run_1/power_grid.png
Bar = 50 um. Pins as bars on the die edge. Tap cells in gray.
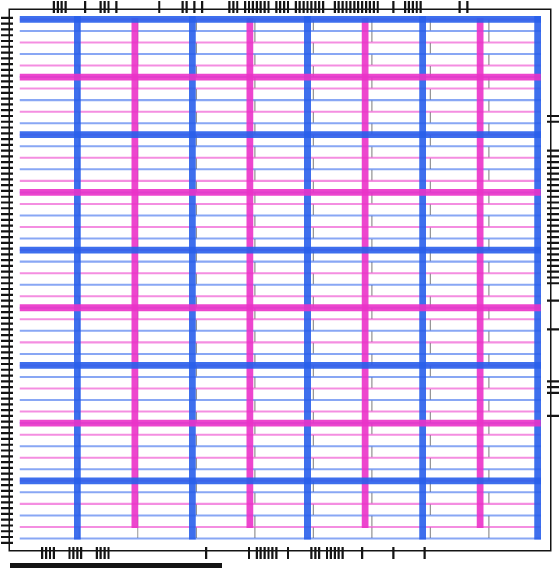
run_1/metal_density.png
The die is cut into 25 by 25 equal tiles; dark blue is low, red is high, scaled to the fullest tile. Values are wire area over tile area, all layers added.
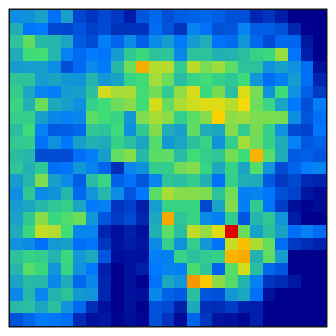
run_1/placement_by_type.png
Fill, decap, tap and diode cells in gray.
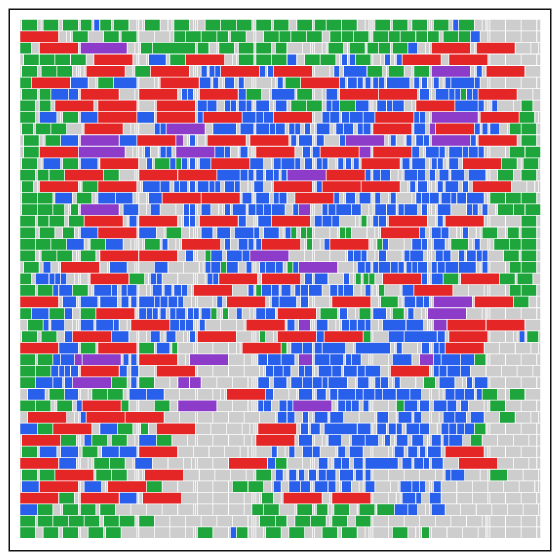
**src/rtl/spi_slave_burst_controller.sv**
```systemverilog
// SPI slave burst controller: decodes WRITE/READ/FAST_READ, sequences address,
// dummy and data phases, and drives the shifter counters and memory-side handshakes.
module spi_slave_burst_controller #(
   parameter int ADDR_WIDTH = 32,
   parameter int DATA_WIDTH = 32,
   localparam int RX_WIDTH  = (ADDR_WIDTH > DATA_WIDTH) ? ADDR_WIDTH : DATA_WIDTH
) (
   input  logic                  sclk,
   input  logic                  cs,
   output logic [7:0]            rx_counter,
   output logic                  rx_counter_upd,
   input  logic [RX_WIDTH-1:0]   rx_data,
   input  logic                  rx_data_valid,
   output logic [7:0]            tx_counter,
   output logic                  tx_counter_upd,
   output logic [DATA_WIDTH-1:0] tx_data,
   output logic                  tx_data_valid,
   input  logic                  tx_done,
   output logic                  ctrl_rd_wr,
   output logic [ADDR_WIDTH-1:0] ctrl_addr,
   output logic                  ctrl_addr_valid,
   output logic [DATA_WIDTH-1:0] ctrl_data_rx,
   output logic                  ctrl_data_rx_valid,
   input  logic [DATA_WIDTH-1:0] ctrl_data_tx,
   output logic                  ctrl_data_tx_ready,
   input  logic [7:0]            cfg_dummy_cycles,
   input  logic [15:0]           cfg_wrap_words,
   output logic                  err_illegal_cmd
);

   localparam logic [7:0] OP_WRITE     = 8'h02;
   localparam logic [7:0] OP_READ      = 8'h03;
   localparam logic [7:0] OP_FAST_READ = 8'h0B;

   typedef enum logic [2:0] {CMD, ADDR, DUMMY, DATA_RX, DATA_TX, IGNORE} state_t;

   state_t                state, state_nxt;
   logic [7:0]            opcode;
   logic [ADDR_WIDTH-1:0] base_addr;
   logic [15:0]           word_idx;
   logic                  tx_done_p1;
   logic                  load_addr, advance, load_tx, err_set;

   assign ctrl_rd_wr   = (opcode == OP_READ) || (opcode == OP_FAST_READ);
   assign ctrl_data_rx = rx_data[DATA_WIDTH-1:0];

   always_comb begin
      state_nxt          = state;
      rx_counter_upd     = 1'b0;
      ctrl_data_rx_valid = 1'b0;
      load_addr          = 1'b0;
      advance            = 1'b0;
      load_tx            = 1'b0;
      err_set            = 1'b0;
      if (!cs) begin
         case (state)
            CMD: if (rx_data_valid) begin
               if (rx_data[7:0] == OP_WRITE || rx_data[7:0] == OP_READ ||
                   rx_data[7:0] == OP_FAST_READ) begin
                  state_nxt      = ADDR;
                  rx_counter_upd = 1'b1;
               end else begin
                  state_nxt = IGNORE;
                  err_set   = 1'b1;
               end
            end
            ADDR: if (rx_data_valid) begin
               load_addr = 1'b1;
               if (opcode == OP_WRITE) begin
                  state_nxt      = DATA_RX;
                  rx_counter_upd = 1'b1;
               end else if (opcode == OP_FAST_READ && cfg_dummy_cycles != 8'd0) begin
                  state_nxt      = DUMMY;
                  rx_counter_upd = 1'b1;
               end else begin
                  state_nxt = DATA_TX;
                  load_tx   = 1'b1;
               end
            end
            DUMMY: if (rx_data_valid) begin
               state_nxt = DATA_TX;
               load_tx   = 1'b1;
            end
            DATA_RX: if (rx_data_valid) begin
               ctrl_data_rx_valid = 1'b1;
               advance            = 1'b1;
               rx_counter_upd     = 1'b1;
            end
            DATA_TX: if (tx_done_p1) begin
               advance = 1'b1;
               load_tx = 1'b1;
            end
            default: state_nxt = state;
         endcase
      end
   end

   // rx_counter always describes the field the shifter collects next
   always_comb begin
      case (state_nxt)
         CMD:     rx_counter = 8'd7;
         ADDR:    rx_counter = 8'(ADDR_WIDTH - 1);
         DUMMY:   rx_counter = cfg_dummy_cycles - 8'd1;
         DATA_RX: rx_counter = 8'(DATA_WIDTH - 1);
         default: rx_counter = 8'd0;
      endcase
   end

   always_ff @(posedge sclk or posedge cs) begin
      if (cs) state <= CMD;
      else    state <= state_nxt;
   end

   always_ff @(posedge sclk or posedge cs) begin
      if (cs) begin
         opcode             <= 8'd0;
         base_addr          <= '0;
         ctrl_addr          <= '0;
         word_idx           <= 16'd0;
         ctrl_addr_valid    <= 1'b0;
         tx_done_p1         <= 1'b0;
         tx_data            <= '0;
         tx_data_valid      <= 1'b0;
         tx_counter         <= 8'd0;
         tx_counter_upd     <= 1'b0;
         ctrl_data_tx_ready <= 1'b0;
         err_illegal_cmd    <= 1'b0;
      end else begin
         tx_done_p1         <= tx_done;
         ctrl_addr_valid    <= load_addr | advance;
         tx_data_valid      <= load_tx;
         tx_counter_upd     <= load_tx;
         ctrl_data_tx_ready <= load_tx;
         if (state == CMD && rx_data_valid) opcode <= rx_data[7:0];
         if (err_set) err_illegal_cmd <= 1'b1;
         if (load_addr) begin
            base_addr <= rx_data[ADDR_WIDTH-1:0];
            ctrl_addr <= rx_data[ADDR_WIDTH-1:0];
            word_idx  <= 16'd0;
         end else if (advance) begin
            // wrap length is read live so a mid-burst change applies at the next word
            if (cfg_wrap_words != 16'd0 && word_idx + 16'd1 == cfg_wrap_words) begin
               ctrl_addr <= base_addr;
               word_idx  <= 16'd0;
            end else begin
               ctrl_addr <= ctrl_addr + ADDR_WIDTH'(DATA_WIDTH / 8);
               word_idx  <= word_idx + 16'd1;
            end
         end
         if (load_tx) begin
            tx_data    <= ctrl_data_tx;
            tx_counter <= 8'(DATA_WIDTH - 1);
         end
      end
   end

endmodule

```
**config.mk**
```make
export PLATFORM = sky130hd
export DESIGN_NAME = spi_slave_burst_controller
export DESIGN_NICKNAME = d
export VERILOG_FILES = /design/src/rtl/spi_slave_burst_controller.sv
export SDC_FILE = /design/constraint.sdc
export NUM_CORES = 1
export LEC_CHECK = 0
export ABC_AREA = 0
export CORE_MARGIN = 2
export CORE_UTILIZATION = 49
export DETAILED_ROUTE_END_ITERATION = 6
export GPL_TIMING_DRIVEN = 0
export PLACE_DENSITY = 0.82
export SLEW_MARGIN = 20
export SYNTH_ARGS = -nofsm -noshare
export SYNTH_HDL_FRONTEND = slang
export SYNTH_SLANG_ARGS = --single-unit
```
**constraint.sdc**
```tcl
create_clock -name sclk -period 7.3 [get_ports sclk]
set_input_delay 1.095 -clock sclk [delete_from_list [all_inputs] [get_ports sclk]]
set_output_delay 1.095 -clock sclk [all_outputs]
set_load 0.02 [all_outputs]
```
==> results.sh, run 1 <==
# implementation run metrics
export IMPL_antenna_found_initial=0
export IMPL_rsz0062_at_grt="false"
export IMPL_cts_buffers=17
export IMPL_endpoint_kind="output pin"
export IMPL_slowest_delay_ns=0.66
export IMPL_critPathLaunch="cs"
export IMPL_status="finished, violations left"
export IMPL_syn_to_final_growth_pct=39.5
export IMPL_path_max_fanout=77
export IMPL_ys_ff=128
export IMPL_initCoreUtil_pct=49.6
export IMPL_hpwl_mm=16.9
export IMPL_core_um2=15000
export IMPL_ios=212
export IMPL_hp_start="base_addr[25]"
export IMPL_setup_ws_ns=1.15
export IMPL_num_fill_cells=1158
export IMPL_final_cells=1234
export IMPL_grt_pass1_wl_mm=36.7
export IMPL_path_cells="clkdlybuf4s50_1, inv_8, buf_16, nand2_1, nor2_1, and2_1, clkbuf_1, a21oi_1, nor2_1, nand2b_1, nor2_1, clkdlybuf4s50_1"
export IMPL_violations="design-rule violations"
export IMPL_layout_top_cell="clkdlybuf4s50_1"
export IMPL_wl_mm=23.2
export IMPL_finalClockPeriodUsage_pct=84.2
export IMPL_comb_area_um2=3650
export IMPL_cts_tree="done"
export IMPL_grt_usage_pct=29.0
export IMPL_cp_start_kind="input pin"
export IMPL_ant_nets=0
export IMPL_edf_count=0
export IMPL_min_path_type="reg -> reg"
export IMPL_p_leak_nw=4.41
export IMPL_drc=1
export IMPL_clock_latency_ns=0.42
export IMPL_dr_total_vias=7019
export IMPL_cts_resized=0
About power_grid.png:
- VDD: magenta
- VSS: blue
- met1 rails: 46
- signal pins: 212
- rows: 45
- met4 straps: 9

About metal_density.png:
- nearly empty tiles: 6.6%
- fullest tile: 0.74
- mean over tiles: 0.24

About placement_by_type.png:
- other buffers and delay cells: green (cells 291; share of their area 26%)
- combinational and other logic: blue (cells 596; share of their area 37%)
- clock drivers and dummy loads: purple (cells 31; share of their area 5.8%)
- flops: red (cells 128; share of their area 32%)
design area: 10400 um^2
Core Util, Final: 69.2%

==> run 1: flip-flops by register name (all words and copies together) (netlist names) <==
signal / cells
err_illegal_cmd: 1
ctrl_addr_valid: 1
ctrl_addr: 32
word_idx: 16
base_addr: 32
opcode: 8
ctrl_data_tx_ready: 1
tx_done_p1: 1
state: 3
tx_counter: 1
tx_data: 32
==> run 1: Yosys cell counts, types with 8 or more instances <==
cell | instances | area (um^2)
nor3_1 | 26 | 130
buf_4 | 49 | 368
dfrtp_1 | 128 | 3200
xnor2_1 | 29 | 254
and3_1 | 11 | 68.8
nor2b_1 | 8 | 50.1
mux2_2 | 45 | 507
nand3_1 | 27 | 135
nand2b_1 | 9 | 56.3
a21oi_1 | 22 | 110
xor2_1 | 11 | 96.3
nand4_1 | 9 | 56.3
mux2_4 | 9 | 135
o21ai_0 | 38 | 190
clkbuf_1 | 20 | 75.1
a31oi_1 | 25 | 156
o211ai_1 | 15 | 113
nand2_1 | 132 | 495
nor2_1 | 59 | 221
inv_1 | 19 | 71.3
==> run 1: per-stage QoR <==
step,utilization (%),area (um^2),total power [W]
finish,69.2,10400,0.00309
global route,69.2,10400,0.00323
CTS,69.2,10400,0.00309
detailed placement,65.2,9800,0.00222
global placement,65.0,9770,0.00219
floorplan,-,7460,0.00170
==> run 1: worst reg2reg max path: cells and delay by family (launching register included) <==
kind | cells | cell delay [ns]
adders and majority gates | 1 | 0.30
and+or+nand+nor | 3 | 1.05
buffers and inverters | 1 | 0.34
DFF | 1 | 0.46
AOI/OAI and AO/OA | 5 | 1.15
==> run 1: path summary, 6_finish.rpt <==
check	slack [ns]	endpoint	cells after the start
max reg2reg	3.93	ctrl_addr[11]	10
min	0.46	base_addr[25]	2
min reg2reg	0.46	base_addr[25]	2
max in group asynchronous	5.40	tx_data[21]	3
min in group asynchronous	1.20	base_addr[12]	2
max	1.15	rx_counter[7]	12
==> run 1: metal layers <==
metal | track usage, % | up-vias | part of all wire (%)
li1 | - | 3261 | -
met2 | 48.8 | 347 | 49
met5 | 0 | - | 0
met1 | 35.1 | 3352 | 39
met3 | 8.46 | 59 | 9.2
met4 | 12.0 | 0 | 2.8
==> run 1: logic make-up (layout without fill, tap and decap cells) <==
group | after synthesis | in the layout | share of synthesized area [%]
other | 1 | 3 | 0.0503
buffers and inverters | 103 | 342 | 8.26
adders and majority gates | 3 | 3 | 0.504
xor gates and xnor gates | 40 | 40 | 4.70
AOI/OAI and AO/OA | 142 | 142 | 12.2
muxes | 60 | 60 | 9.60
and+or+nand+nor | 328 | 328 | 21.7
DFF | 128 | 128 | 43.0
==> run 1: power breakdown <==
part	leakage (nW)	switching (W)	total [W]	internal, W
combinational	2.63	0.000555	0.00114	0.000581
clock	0.275	0.000323	0.000859	0.000535
sequential	1.50	0.000196	0.00109	0.000898
==> run 1: area by class of cell <==
class,count,share of cell area [%]
Clock inverter,13,1.58
Timing Repair Buffer,208,20.2
Sequential cell,128,30.8
Tap cell,188,2.26
Buffer,83,5.20
Clock buffer,18,4.13
Multi-Input combinational cell,576,35.1
Inverter,20,0.794
run_1/placement.png
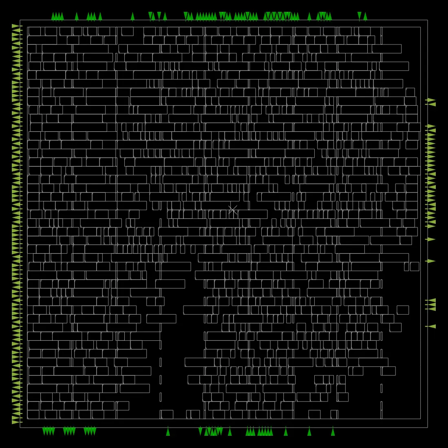

==> run 2: changes to the inputs <==
==> constraint.sdc (replaced) <==
create_clock -name sclk -period 5.8 [get_ports sclk]
set_input_delay 0.87 -clock sclk [delete_from_list [all_inputs] [get_ports sclk]]
set_output_delay 0.87 -clock sclk [all_outputs]
set_load 0.02 [all_outputs]
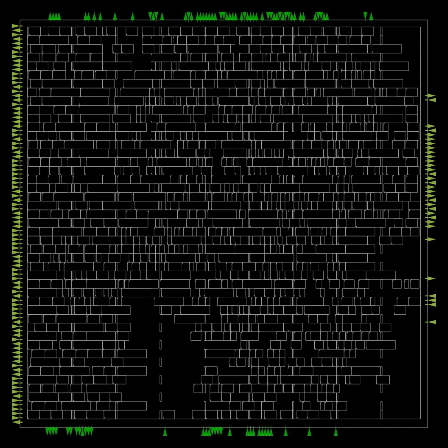
run_2/placement.png
Final Instance Count excl. Fillers: 1239
core area: 15000 um^2
# Taps: 188
Flop Count: 128

==> results.sh, run 2 <==
# implementation run metrics
export IMPL_status="finished clean"
export IMPL_stdcell_area_um2=10500
export IMPL_power_frac_comb_pct=37.5
export IMPL_reg2reg_to="ctrl_addr[11]"
export IMPL_cts_buffers=17
export IMPL_path_max_fanout=14
export IMPL_ios=212
export IMPL_synth_top_cell_area_share_pct=43.0
export IMPL_switchingPower_w=0.00137
export IMPL_largest_registers="base_addr: 32 flops, ctrl_addr: 32 flops, tx_data: 32 flops"
export IMPL_synth_area_leader_cell="dfrtp_1"
export IMPL_edf_count=0
export IMPL_grt_usage_pct=28.3
export IMPL_min_path_cells=2
export IMPL_syn_to_final_growth_pct=40.3
export IMPL_synth_most_common_cell="nand2_1"
export IMPL_wl_mm=23.1
export IMPL_hpwl_mm=16.8
export IMPL_clock_latency_ns=0.42
export IMPL_ant_nets=0
export IMPL_num_fill_cells=1146
export IMPL_p_leak_nw=4.44
export IMPL_use_met2_pct=47.3
-- run 2: cell types whose count changed in the layout (fill, tap and decap cells not counted) --
cell        previous run  this run
buf_12                 0         3
buf_16                 1         2
bufinv_16              3         1
clkinv_4               1         5
clkinvlp_4             5         4
-- run 2: final cells by class --
type	count	area share [%]
repair buffers	212	20.9
well taps	188	2.25
clock buffers	18	4.10
inverters	20	0.754
flip-flops and latches	128	30.6
plain buffers	83	5.17
multi-input cells	576	34.9
clock inverters	14	1.29
-- run 2: cell families after synthesis --
group                      synth area share [%]
other                                    0.0503
muxes                                      9.60
AOI/OAI and AO/OA                          12.2
xor gates and xnor gates                   4.70
adders and majority gates                 0.504
and+or+nand+nor                            21.7
buffers and inverters                      8.26
DFF                                        43.0
-- run 2: layer usage --
metal	up-vias	wire (um)
met3	41	2250
li1	3274	-
met5	-	0
met4	0	446
met1	3387	9080
met2	372	11300
-- run 2: through the flow --
step	setup TNS, ns	setup WS, ns	hold WS (ns)	cells
2_1_floorplan	0	0.630	0.427	807
3_3_place_gp	-58.97	-1.66	0.443	1202
3_5_place_dp	0	0.757	0.451	1207
4_1_cts	0	0.741	0.468	1239
5_1_grt	0	0.534	0.476	1239
6_report	0	0.740	0.464	1239
-- run 2: how the worst max path moves through the flow --
stage               startpoint             to  slack [ns]  depth (start not counted)
floorplan                   cs  rx_counter[0]        0.63                          8
global placement            cs  rx_counter[2]       -1.66                         10
detailed placement          cs  rx_counter[6]        0.76                         11
CTS                         cs  rx_counter[6]        0.74                         11
global route                cs  rx_counter[6]        0.53                         11
finish                      cs  rx_counter[6]        0.74                         11
-- run 2: power by group through the flow --
stage | registers (W) | clock network [W] | logic, W
floorplan | 0.00153 | 0 | 0.000613
global placement | 0.00136 | 0 | 0.00139
detailed placement | 0.00137 | 0 | 0.00143
CTS | 0.00136 | 0.00104 | 0.00144
global route | 0.00139 | 0.00108 | 0.00153
finish | 0.00137 | 0.00103 | 0.00144
-- run 2: tightest hold or removal path, cell delays in order (launching register included) --
cell	delay, ns
dfrtp_1	0.32
nand2_1	0.04
nand2_1	0.07
Power is estimated from default activity; no workload was simulated.
